[src/rtl/icache_pkg.sv]
// Shared definitions for the N-way instruction cache: line geometry, FSM
// states and address-field width helpers.
package icache_pkg;

  localparam int OFFSET_BITS = 5;
  localparam int LINE_BITS   = 256;

  typedef enum logic {
    CHECK = 1'b0,
    FETCH = 1'b1
  } icache_state_t;

  function automatic int idx_bits(input int num_sets);
    return $clog2(num_sets);
  endfunction

  function automatic int tag_bits(input int num_sets);
    return 32 - OFFSET_BITS - idx_bits(num_sets);
  endfunction

endpackage

[src/rtl/icache_nway_plru.sv]
// Combinational tree pseudo-LRU: walks the heap-ordered tree bits to pick a
// victim and computes the tree that marks an accessed way most-recently-used.
module plru_tree #(
  parameter int NUM_WAYS = 2
) (
  input  logic [NUM_WAYS-2:0]         tree_cur,
  input  logic [$clog2(NUM_WAYS)-1:0] access_way,
  input  logic                        access_valid,
  output logic [NUM_WAYS-2:0]         tree_next,
  output logic [$clog2(NUM_WAYS)-1:0] victim
);

  localparam int WAY_W = $clog2(NUM_WAYS);

  logic [WAY_W-1:0] vic_node;
  logic [WAY_W-1:0] upd_node;

  // A 0 bit sends the victim to the lower half; each access flips its path away.
  always_comb begin
    tree_next = tree_cur;
    victim    = '0;
    vic_node  = '0;
    upd_node  = '0;
    for (int l = 0; l < WAY_W; l++) begin
      victim[WAY_W-1-l] = tree_cur[vic_node];
      vic_node = WAY_W'(2 * int'(vic_node) + 1 + int'(tree_cur[vic_node]));
    end
    if (access_valid) begin
      for (int l = 0; l < WAY_W; l++) begin
        tree_next[upd_node] = ~access_way[WAY_W-1-l];
        upd_node = WAY_W'(2 * int'(upd_node) + 1 + int'(access_way[WAY_W-1-l]));
      end
    end
  end

endmodule

[src/rtl/icache_nway.sv]
// Read-only N-way set-associative instruction cache with tree PLRU and flush.
// Optional hit/miss counters are enabled with the ICACHE_PERF_CNT_EN macro.
module icache_nway #(
  parameter int NUM_WAYS  = 2,
  parameter int NUM_SETS  = 8,
  parameter int LINE_BITS = 256
) (
  input  logic                 clk,
  input  logic                 rst,
  input  logic                 read_a,
  input  logic [31:0]          address_a,
  output logic [31:0]          rdata_a,
  output logic                 resp_a,
  input  logic                 flush_a,
  output logic                 pmem_read_a,
  input  logic                 pmem_resp_a,
  input  logic [LINE_BITS-1:0] pmem_rdata_a,
  output logic [31:0]          pmem_addr_a
`ifdef ICACHE_PERF_CNT_EN
  ,
  output logic [31:0]          hit_count_a,
  output logic [31:0]          miss_count_a
`endif
);

  import icache_pkg::*;

  localparam int IDX_W = idx_bits(NUM_SETS);
  localparam int TAG_W = tag_bits(NUM_SETS);
  localparam int WAY_W = $clog2(NUM_WAYS);

  icache_state_t state, state_next;

  logic [NUM_SETS-1:0][NUM_WAYS-1:0] valid;
  logic [NUM_SETS-1:0][NUM_WAYS-2:0] plru;
  logic [TAG_W-1:0]     tags  [NUM_SETS][NUM_WAYS];
  logic [LINE_BITS-1:0] lines [NUM_SETS][NUM_WAYS];
  logic                 flush_pending;

  logic [IDX_W-1:0]     idx;
  logic [TAG_W-1:0]     tag;
  logic [NUM_WAYS-1:0]  hit_vec;
  logic [WAY_W-1:0]     hit_way, inv_way, plru_victim, fill_way, access_way;
  logic                 any_invalid;
  logic                 fill;
  logic [NUM_WAYS-2:0]  plru_next;
  logic [LINE_BITS-1:0] hit_line;
  logic                 unused_addr_bits;

  assign idx              = address_a[OFFSET_BITS +: IDX_W];
  assign tag              = address_a[31 -: TAG_W];
  assign pmem_addr_a      = {address_a[31:OFFSET_BITS], {OFFSET_BITS{1'b0}}};
  assign unused_addr_bits = ^address_a[1:0];

  // Descending scan leaves the lowest-numbered invalid way as the fill candidate.
  always_comb begin
    hit_vec     = '0;
    hit_way     = '0;
    inv_way     = '0;
    any_invalid = 1'b0;
    for (int w = NUM_WAYS - 1; w >= 0; w--) begin
      hit_vec[w] = valid[idx][w] && (tags[idx][w] == tag);
      if (hit_vec[w]) hit_way = WAY_W'(w);
      if (!valid[idx][w]) begin
        inv_way     = WAY_W'(w);
        any_invalid = 1'b1;
      end
    end
  end

  always_comb begin
    state_next  = state;
    resp_a      = 1'b0;
    pmem_read_a = 1'b0;
    fill        = 1'b0;
    unique case (state)
      CHECK: begin
        if (read_a) begin
          if (|hit_vec) resp_a = 1'b1;
          else          state_next = FETCH;
        end
      end
      FETCH: begin
        pmem_read_a = 1'b1;
        if (pmem_resp_a) begin
          fill       = 1'b1;
          state_next = CHECK;
        end
      end
      default: state_next = CHECK;
    endcase
  end

  assign hit_line   = lines[idx][hit_way];
  assign rdata_a    = resp_a ? hit_line[{address_a[4:2], 5'b0} +: 32] : 32'h0;
  assign fill_way   = any_invalid ? inv_way : plru_victim;
  assign access_way = fill ? fill_way : hit_way;

  plru_tree #(.NUM_WAYS(NUM_WAYS)) u_plru (
    .tree_cur     (plru[idx]),
    .access_way   (access_way),
    .access_valid (resp_a | fill),
    .tree_next    (plru_next),
    .victim       (plru_victim)
  );

  // A flush seen during a fetch is held until the fill lands, then wipes everything.
  always_ff @(posedge clk or posedge rst) begin
    if (rst) begin
      state         <= CHECK;
      valid         <= '0;
      plru          <= '0;
      flush_pending <= 1'b0;
    end else begin
      state <= state_next;
      if (state == CHECK) begin
        flush_pending <= 1'b0;
        if (flush_a) begin
          valid <= '0;
          plru  <= '0;
        end else if (resp_a) begin
          plru[idx] <= plru_next;
        end
      end else if (fill) begin
        flush_pending <= 1'b0;
        if (flush_pending || flush_a) begin
          valid <= '0;
          plru  <= '0;
        end else begin
          valid[idx][fill_way] <= 1'b1;
          plru[idx]            <= plru_next;
        end
      end else if (flush_a) begin
        flush_pending <= 1'b1;
      end
    end
  end

  always_ff @(posedge clk) begin
    if (fill) begin
      lines[idx][fill_way] <= pmem_rdata_a;
      tags[idx][fill_way]  <= tag;
    end
  end

`ifdef ICACHE_PERF_CNT_EN
  always_ff @(posedge clk or posedge rst) begin
    if (rst) begin
      hit_count_a  <= '0;
      miss_count_a <= '0;
    end else begin
      if (resp_a) hit_count_a <= hit_count_a + 32'd1;
      if (state == CHECK && state_next == FETCH) miss_count_a <= miss_count_a + 32'd1;
    end
  end
`endif

endmodule

[config.mk]
export PLATFORM = sky130hd
export DESIGN_NAME = icache_nway
export DESIGN_NICKNAME = d
export VERILOG_FILES = /design/src/rtl/icache_pkg.sv /design/src/rtl/icache_nway_plru.sv /design/src/rtl/icache_nway.sv
export SDC_FILE = /design/constraint.sdc
export NUM_CORES = 2
export LEC_CHECK = 0
export ABC_AREA = 1
export CORE_MARGIN = 5
export CORE_UTILIZATION = 45
export CTS_CLUSTER_DIAMETER = 60
export CTS_CLUSTER_SIZE = 30
export DETAILED_ROUTE_END_ITERATION = 10
export HOLD_SLACK_MARGIN = 0.15
export PLACE_DENSITY_LB_ADDON = 0.15
export SYNTH_ARGS = -nofsm -noshare
export SYNTH_HDL_FRONTEND = slang
export SYNTH_MEMORY_MAX_BITS = 65536
export SYNTH_SLANG_ARGS = --single-unit
[constraint.sdc]
create_clock -name clk -period 26.1 [get_ports clk]
set_input_delay 5.22 -clock clk [delete_from_list [all_inputs] [get_ports clk]]
set_output_delay 5.22 -clock clk [all_outputs]
set_load 0.03 [all_outputs]
==> out/notes.md <==
The tools report the endpoint class of the critical path as a primary output. The AND-OR/OR-AND share of the synthesized area works out to 0.0864. By area the synthesized netlist is led by sky130_fd_sc_hd__edfxtp_1 (80%), sky130_fd_sc_hd__o22ai_1 (5.2%), sky130_fd_sc_hd__nand2_1 (2.2%), sky130_fd_sc_hd__nand3_1 (1.7%), sky130_fd_sc_hd__o221ai_1 (1.5%).

359 I/O pins were placed. The number of hold-slack violations in the final timing report came out at 0. In the synthesized netlist, the cells that appear most often are sky130_fd_sc_hd__edfxtp_1 (4480), sky130_fd_sc_hd__o22ai_1 (1405), sky130_fd_sc_hd__nand2_1 (980). The headroom to the max-slew limit is 0.245, and the horizontal die dimension is 621 microns. The post-synthesis adder-cell area fraction works out to 0.

With the core utilization before placement at 0.452, the number of flops mapped to enable cells by yosys is 4480. The standard-cell row count is 224. The tools report the combinational group share of total power as 0.053. Number of H-tree branching levels: 5. The clock reaches the later pin of the worst-skew pair after 0.97 ns. Sorting the Yosys area breakdown by cell type puts at the top sky130_fd_sc_hd__edfxtp_1. The overall die size recorded for this design is 386000 sq um.

The simple-gate portion of the synthesized area is 0.0794. Predominant post-synthesis flop cell: sky130_fd_sc_hd__edfxtp_1. The run gives 0 as the number of routed nets with antenna violations.

The clock net in this run drives a total of 4506 sinks. The global router reports that the layer with the highest usage is met2. For the sequential share of power, the log shows 0.568.

The number of clock buffers added by TritonCTS is 312. The met2 layer wire length in the routed design is 249 mm, and the max-cap check violation count is 0. The transition time recorded at the tightest slew-check pin is 1.13 ns. The run gives 0.0000555 V as the maximum VDD drop. The run gives 0.00577 for the share of flip-flops with an asynchronous set or reset. Per the detail_route log, the uppermost layer with routed signals is met5. The type of element launching the critical path is a primary input.

The xor and xnor fraction of the mapped netlist area was 0. The post-route fraction of the period consumed by the critical path works out to 0.732. The critical path ends at rdata_a[15]. The flow reported a cell area power density of 75.0 nW/um^2. The post-synthesis mux area share is 0.

The fraction of final layout cells with drive strength greater than 1 was 0.0834. Per the post-synthesis report, the number of cells in the design is 10802. The total core area is 372000 sq um, and the area growth from synthesis to final layout is 12.1%. The overall routing resource usage is 0.268. Looking at the reg2reg group, the worst path ends at lines[1][163]$_DFFE_PP_. With the mean instance size in the synthesized netlist at 15.5 sq um, the wire length of the first global-routing pass is 741 mm. Once detailed placement completed, the half-perimeter wirelength came to 280 mm. For the number of antenna violations at the first check in global routing, the log shows 119.

The leakage power in the latest report is 60.8 nW. The detailed router put a total of 216 mm of wire on met1. For the post-CTS repair timing setup buffer count, the log shows 0. TritonCTS built the clock tree.

For this run, the top clock speed supported by timing is 52.3 MHz. The run gives 168000 sq um for the summed instance area of the synthesized netlist. The run gives 0.08 ns for the post-CTS clock slew at the launch and capture registers of the worst setup and hold paths. For the worst reg-to-reg path, the startpoint reported by OpenROAD is plru[1]$_DFFE_PP0P_.

Per the cell usage report, the commonest logic cell in the layout is sky130_fd_sc_hd__edfxtp_1. By instance count after routing, the leading logic cell types are sky130_fd_sc_hd__edfxtp_1 (4480), sky130_fd_sc_hd__o22ai_1 (1405), sky130_fd_sc_hd__nand2_1 (972). After its last routability iteration, the placer logged a weighted congestion of 0.830.

The worst slack at placement is 7.05 ns, and the part of the total power dissipated in the clock network is 0.379. The run finished with clean final reports. The number of pins exceeding their max-slew limit in the final report is 0.

The run gives 13.90 ns as the data arrival at the endpoint of the critical path. In this run the deepest clock path goes through 4 buffers. The synth_stat.txt file lists the number of cells as 10802. After clock tree synthesis, the flow added hold-fix buffers numbering 0.

Tracing the worst setup path back leads to its startpoint at address_a[6]. For the setup slack of the most critical reg-to-reg path, the log shows 19.24 ns. The via count normalized by instance count was 6.16. STA shows the worst reg2reg path with a cell count of 10.

The synthesis stats list as the most numerous cell sky130_fd_sc_hd__edfxtp_1. Critical setup path kind: primary input to primary output. The run gives 20.88 ns as the critical path required time. The final critical path time including I/O delays and setup came out at 19.12 ns. The first detailed-routing pass ran for 6 iterations. The fraction of synthesized cell area taken by the top area cell type is 0.801, and the largest net degree at the start of global routing is 107.

The final layout reports a setup TNS of 0 ns. The share of total power consumed by net switching is 0.238. Once the clock tree was built, the resizer swapped 0 gates to a different size. Per the synthesis report, the number of distinct cell types is 43. The number of warning messages in the logs is 49. The total grt overflow is 0.

Per the OpenROAD floorplan log, the height of the die is 621 microns. After detailed routing, the met3 layer carries 46.3 mm of wire. Counting the warning lines in the Yosys log gives 0.
-- per-stage QoR --
step,instances,util,instance area (sq um),power (mW)
3_3_place_gp,15685,0.476,177000,8.91
5_1_grt,16280,0.506,188000,14.5
4_1_cts,16259,0.506,188000,14.2
3_5_place_dp,15685,0.476,177000,8.93
6_report,16313,0.506,188000,14.1
2_1_floorplan,10806,-,168000,8.58
-- worst min-delay path by stage --
stage / depth (start not counted) / end / slack [ns] / start
after floorplan: 2 / plru[7]$_DFFE_PP0P_ / 0.45 / plru[7]$_DFFE_PP0P_
after detailed placement: 2 / plru[7]$_DFFE_PP0P_ / 0.47 / plru[7]$_DFFE_PP0P_
after CTS: 2 / plru[7]$_DFFE_PP0P_ / 0.50 / plru[7]$_DFFE_PP0P_
after global routing: 2 / plru[7]$_DFFE_PP0P_ / 0.53 / plru[7]$_DFFE_PP0P_
final: 2 / plru[7]$_DFFE_PP0P_ / 0.49 / plru[7]$_DFFE_PP0P_
after global placement: 2 / plru[7]$_DFFE_PP0P_ / 0.47 / plru[7]$_DFFE_PP0P_
-- cell type report --
class,count,area (sq um),area share
repair buffers,591,5650,0.0300
clock buffers,323,8040,0.0427
well taps,4972,6220,0.0330
flip-flops and latches,4506,135000,0.718
multi-input cells,5104,28100,0.149
diodes,54,135,0.000717
clock inverters,251,3130,0.0166
inverters,512,1940,0.0103
-- cells by family (layout without fill, tap and decap cells) --
kind of cell	count (synthesis)	after routing
compound gates	2206	2206
simple gates	2893	2893
flops	4506	4506
buf+inv	1196	1677
other cells	1	59
-- worst max-delay path, stage by stage --
cell,delay [ns]
sky130_fd_sc_hd__clkdlybuf4s50_1,0.45
sky130_fd_sc_hd__buf_4,0.28
sky130_fd_sc_hd__nand2_1,0.42
sky130_fd_sc_hd__buf_4,0.39
sky130_fd_sc_hd__inv_2,0.50
sky130_fd_sc_hd__nand2_4,0.40
sky130_fd_sc_hd__o21ai_0,0.28
sky130_fd_sc_hd__nor2_1,0.09
sky130_fd_sc_hd__nand3_1,0.15
sky130_fd_sc_hd__nand2_1,0.09
sky130_fd_sc_hd__nor2_1,0.10
sky130_fd_sc_hd__nand2_1,0.06
sky130_fd_sc_hd__nor2_1,0.16
sky130_fd_sc_hd__nand2_4,0.39
sky130_fd_sc_hd__nand2_8,0.49
sky130_fd_sc_hd__buf_4,0.56
sky130_fd_sc_hd__buf_12,0.55
sky130_fd_sc_hd__buf_4,0.66
sky130_fd_sc_hd__nand2_1,0.12
sky130_fd_sc_hd__nand3_1,0.21
sky130_fd_sc_hd__nand3_1,0.34
sky130_fd_sc_hd__nand3_1,0.21
sky130_fd_sc_hd__nand2_1,0.15
sky130_fd_sc_hd__nor2_1,0.59
sky130_fd_sc_hd__clkdlybuf4s50_1,0.80
-- power by group through the flow --
stage          logic [mW]  registers (mW)  clock network (mW)
3_5_place_dp        0.739            8.19                   0
5_1_grt             0.798            8.03                5.72
6_report            0.744            8.02                5.35
2_1_floorplan       0.360            8.22                   0
3_3_place_gp        0.729            8.19                   0
4_1_cts             0.742            8.02                5.43
-- sequential cells by signal, summed over array words and instances, names as in the netlist --
signal	cells
valid	16
flush_pending	1
state	1
plru	8
lines	4096
tags	384
Figure 1. Metal 2.
(1 px per micron)
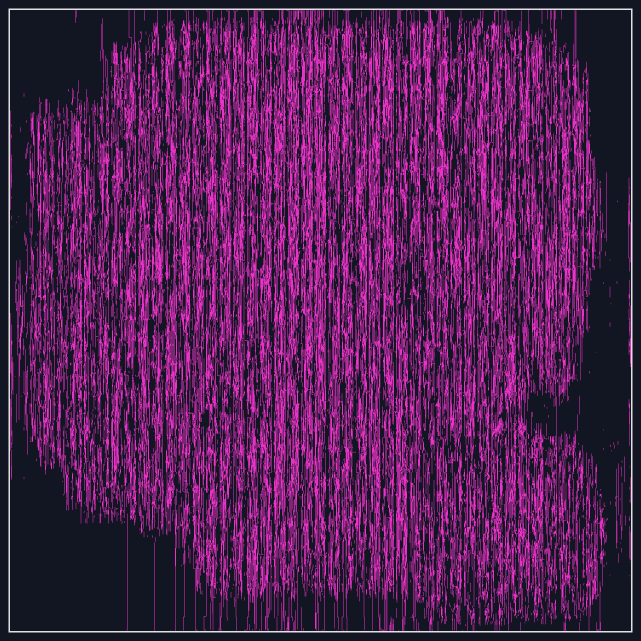
share of all routed wire	47%
wire length on this layer	249 mm
main direction	vertical
longest straight run	200 microns
met2 global-route usage: 0.428
aggregate routed wire length: 530 mm
total number of vias: 100496

Figure 2. The clock network.
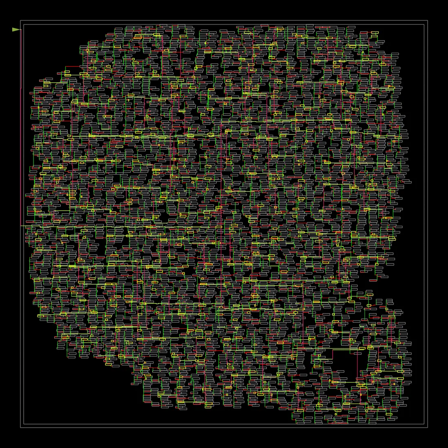
Clock Buffer Count: 323
power dissipated in the clock network: 5.35 mW
FFs & Latches: 4506
worst clock skew on the final layout: 0.0650 ns

Power is estimated from default activity; no workload was simulated.
